<file path="src/rtl/countdown_ctrl.sv">
// rtl/countdown_ctrl.sv - prescaled start/pause/stop/expire control stage for the down counter
module countdown_ctrl #(
    parameter int dw       = 8,
    parameter int WIDTH    = 7,
    parameter int PRESCALE = 4
) (
    input  logic          clk,
    input  logic          reset_n,
    input  logic          start,
    input  logic          stop,
    input  logic          pause,
    input  logic          auto_reload,
    input  logic [dw-1:0] cnt_in,
    output logic          cnt_ena,
    output logic          cnt_reload,
    output logic          done_pulse,
    output logic          expired,
    output logic [7:0]    exp_count,
    output logic [2:0]    state
);

    localparam int PW = (PRESCALE > 1) ? $clog2(PRESCALE) : 1;
    localparam logic [PW-1:0] PRE_MAX = PW'(PRESCALE - 1);

    typedef enum logic [2:0] {
        IDLE    = 3'd0,
        LOAD    = 3'd1,
        RUN     = 3'd2,
        PAUSED  = 3'd3,
        EXPIRED = 3'd4
    } state_t;

    state_t        st;
    logic [PW-1:0] pre;
    logic          cnt_zero;

    assign cnt_zero = (cnt_in == '0);

    // Gating on cnt_zero keeps the counter from being decremented below 0;
    // gating on stop avoids a decrement on the cycle we abort.
    assign cnt_ena    = (st == RUN) && (pre == PRE_MAX) && !cnt_zero && !stop;
    assign cnt_reload = (st == IDLE) || (st == LOAD);
    assign expired    = (st == EXPIRED);
    assign state      = st;

    always_ff @(posedge clk or negedge reset_n) begin
        if (!reset_n) begin
            st         <= IDLE;
            pre        <= '0;
            done_pulse <= 1'b0;
            exp_count  <= 8'd0;
        end else begin
            done_pulse <= 1'b0;
            case (st)
                IDLE: begin
                    pre <= '0;
                    if (start) st <= LOAD;
                end
                LOAD: begin
                    pre <= '0;
                    st  <= stop ? IDLE : RUN;
                end
                RUN: begin
                    pre <= (pre == PRE_MAX) ? '0 : pre + PW'(1);
                    if (stop) begin
                        st <= IDLE;
                    end else if (cnt_zero) begin
                        st         <= EXPIRED;
                        done_pulse <= 1'b1;
                        exp_count  <= exp_count + 8'd1;
                    end else if (pause) begin
                        st <= PAUSED;
                    end
                end
                PAUSED: begin
                    if (stop)        st <= IDLE;
                    else if (!pause) st <= RUN;
                end
                EXPIRED: begin
                    if (stop)                      st <= IDLE;
                    else if (start || auto_reload) st <= LOAD;
                end
                default: begin
                    st  <= IDLE;
                    pre <= '0;
                end
            endcase
        end
    end

endmodule
</file>
<file path="config.mk">
export PLATFORM = sky130hd
export DESIGN_NAME = countdown_ctrl
export DESIGN_NICKNAME = d
export VERILOG_FILES = /design/src/rtl/countdown_ctrl.sv
export SDC_FILE = /design/constraint.sdc
export NUM_CORES = 1
export LEC_CHECK = 0
export ABC_AREA = 1
export ABC_CLOCK_PERIOD_IN_PS = 1750
export CORE_MARGIN = 2
export CORE_UTILIZATION = 43
export DETAILED_ROUTE_END_ITERATION = 6
export GPL_TIMING_DRIVEN = 0
export PLACE_DENSITY = 0.87
export SYNTH_ARGS = -nofsm -noshare
export SYNTH_HDL_FRONTEND = slang
export SYNTH_SLANG_ARGS = --single-unit
</file>
<file path="constraint.sdc">
create_clock -name clk -period 1.75 [get_ports clk]
set_input_delay 0.525 -clock clk [delete_from_list [all_inputs] [get_ports clk]]
set_output_delay 0.525 -clock clk [all_outputs]
set_load 0.02 [all_outputs]
</file>
The clock network:
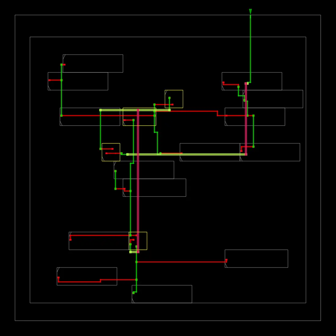
TritonCTS sink count: 14
clock network latency to the later pin of the worst-skew pair: 300 ps
clk_skew: 2.19 ps
Seq Cell Count: 14
tally of clock buffers in the finished layout: 4

Metal layers overlaid:
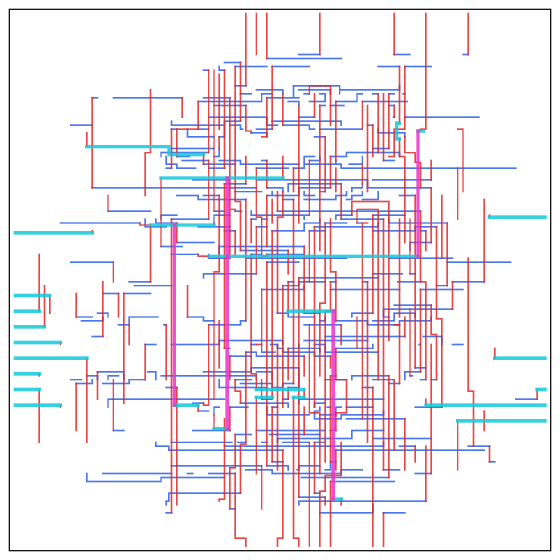
legend:
  cyan:
    layer: metal 3
    wire_length: 122 um
  blue:
    layer: metal 1
    wire_length: 860 um
  magenta:
    layer: metal 4
    wire_length: 64.6 um
  red:
    layer: metal 2
    wire_length: 1120 um

Clock wires, drivers and flops:
The bar under the picture is 10 um long.
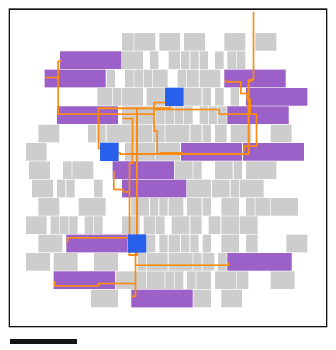
legend:
  blue:
    item: clock drivers
    count: 3
  purple:
    item: flip-flops
    count: 14
  orange:
    item: clock wires
    length: 230 um
routed clock nets: 4

Wire density map:
The bar under the picture is 10 um long. 9 x 9 tiles, from white (low) to dark blue (high), scaled to the fullest tile. Values are wire area over tile area, all layers added.
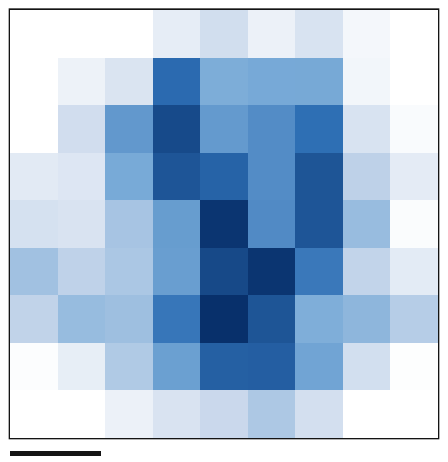
densest ninth of the die: center
tiles over half the peak: 35%
emptiest ninth of the die: north-west
mean over tiles: 0.16

The metal 3 layer:
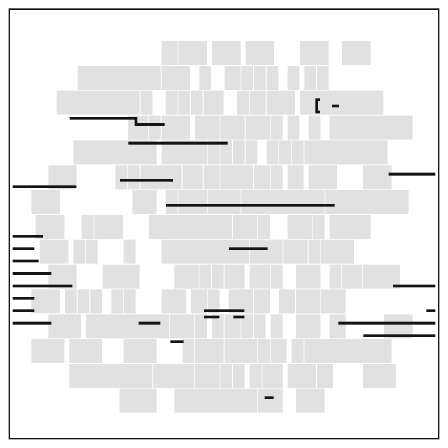
wire length on this layer: 122 um
share of all routed wire: 5.6%

==> flow_summary.rst <==
Implementation results
======================

.. list-table::
   :header-rows: 1

   * - Metric
     - Value
   * - Number of max-slew violations in the final report
     - 0
   * - P_clk
     - approximately 0.00025 W
   * - Largest contributor to cell area by class
     - logic gates
   * - Group with the largest share of power
     - sequential cells
   * - Internal power
     - 0.000656 W
   * - Maximum clock path buffer count
     - 2
   * - Min-Delay Startpoint
     - stop
   * - Logic area
     - 389 sq um
   * - Global-route wire length before repair
     - approximately 3200 um
   * - Met3 Use GR
     - 6.54%
   * - Dominant logic cell type in the layout
     - sky130_fd_sc_hd__nand2_1
   * - Combinational gate power
     - approximately 0.0004 W
   * - Part of the total power dissipated in combinational logic
     - 37.0%
   * - Synth top cells by count
     - sky130_fd_sc_hd__nand2_1 (30), sky130_fd_sc_hd__inv_1 (16), sky130_fd_sc_hd__dfrtp_1 (14)
   * - Sequential power
     - 0.000414 W
   * - Cell with the most instances after synthesis
     - sky130_fd_sc_hd__nand2_1
   * - Simple-gate share of the synthesized area
     - 32.8%
   * - Die outline height
     - 46.9 um
   * - Non-clock inverter count in the final layout
     - 17
   * - Area taken by flip-flops and latches
     - roughly 350 sq um
   * - Setup_tns
     - -275 ps
   * - Routed wl met2
     - ~1100 um
   * - Filler Cells Inserted
     - roughly 140
   * - Share of the synthesized area in the top cell type
     - around 44%
   * - OpenROAD warnings
     - 28
   * - Post-synthesis cell type with the largest combined area
     - sky130_fd_sc_hd__dfrtp_1
   * - Syn_nets
     - between 100 and 150
   * - Peak Freq
     - roughly 0.52 GHz
   * - Number of flops mapped to enable cells by yosys
     - 0
   * - Peak supply drop
     - ~620 uV
   * - Post-placement worst setup slack
     - -1040 ps
   * - End-of-flow core utilization
     - 69.8%
   * - Startpoint type of the worst setup path
     - flip-flop
   * - XOR/XNOR Area Share
     - about 4.4%
   * - Violations in the final reports
     - setup timing
   * - Commonest flop
     - sky130_fd_sc_hd__dfrtp_1
   * - M1 wire length
     - between 800 and 900 um
   * - Highest Signal Layer
     - met4
   * - Area growth from synthesis to layout
     - 52.4%
   * - Fin. Hold Viols
     - 0
   * - Status
     - complete, but fails checks
   * - Number of tap cells added at floorplan
     - 25
   * - Post-synthesis cell count
     - about 100
   * - Worst-Margin Slew
     - roughly 640 ps
   * - CTS Root Cell
     - sky130_fd_sc_hd__clkbuf_4
   * - Mi-comb count
     - 71
   * - Path depth of the worst reg2reg path
     - 7
   * - Vias per cell
     - 4.90
   * - End point of the most critical hold path
     - state[1]
   * - Power, Total
     - approximately 0.0011 W
   * - Via total after detailed routing
     - 833
   * - Final Worst Setup Slack
     - -161 ps
   * - Worst flop-to-flop path startpoint
     - state[2]
   * - Proportion of final cell area spent on non-clock buffers
     - between 20% and 30%
   * - Layer carrying the most global-route usage
     - met2
   * - Count of maximum capacitance violations
     - 0
   * - Flip-flop count of the largest register, all copies and words added
     - 8
   * - Num ports
     - 29
   * - Detailed-routing iteration count for the pre-antenna-repair pass
     - 4
   * - Ant. Diodes
     - 0
   * - Clock tree from TritonCTS
     - built
   * - Endpoints failing setup
     - 3
   * - Cell count in the Yosys report
     - between 100 and 150
   * - Iter 0 DRT Violations
     - 9
   * - Logic share of the area
     - about a third
   * - Non-filler cells, final
     - ~170
   * - Switching share of power
     - a little under two fifths
   * - Horizontal die dimension
     - between 40 and 50 um
   * - Row count
     - 15
   * - Mux share of post-synthesis cell area
     - 0%
   * - Tightest slew margin relative to the limit
     - 57.3%
   * - Power dissipated by switching net loads
     - 0.000397 W
   * - Sum of met3 wire segment lengths after detailed routing
     - about 120 um
   * - Number of antenna violations at the first check in global routing
     - 0
   * - Met1 layer usage reported by global route
     - a little under a quarter
   * - Number of global-route vias before repair
     - around 770
   * - RSZ-0062 raised after global routing
     - yes
   * - Total global-route track usage
     - roughly a fifth
-- timing repair --
item,in CTS,in global routing
gates resized,47,3
pin swaps,10,4
setup buffers,6,5
endpoints found under the setup margin,14,4
-- logic make-up after synthesis --
logic type | after synthesis
AOI/OAI and AO/OA | 9
DFF | 14
and+or+nand+nor | 56
adders and majority gates | 2
buffers and inverters | 17
xor gates and xnor gates | 4
-- worst max-delay path: stages (launching register included) --
cell and delay [ps]:
sky130_fd_sc_hd__dfrtp_2 450, sky130_fd_sc_hd__inv_2 70, sky130_fd_sc_hd__nand4_1 120, sky130_fd_sc_hd__nor2_2 160, sky130_fd_sc_hd__inv_2 60, sky130_fd_sc_hd__nor2_2 110, sky130_fd_sc_hd__buf_6 120
No activity file was given, so power comes from the tool's default toggle rates.
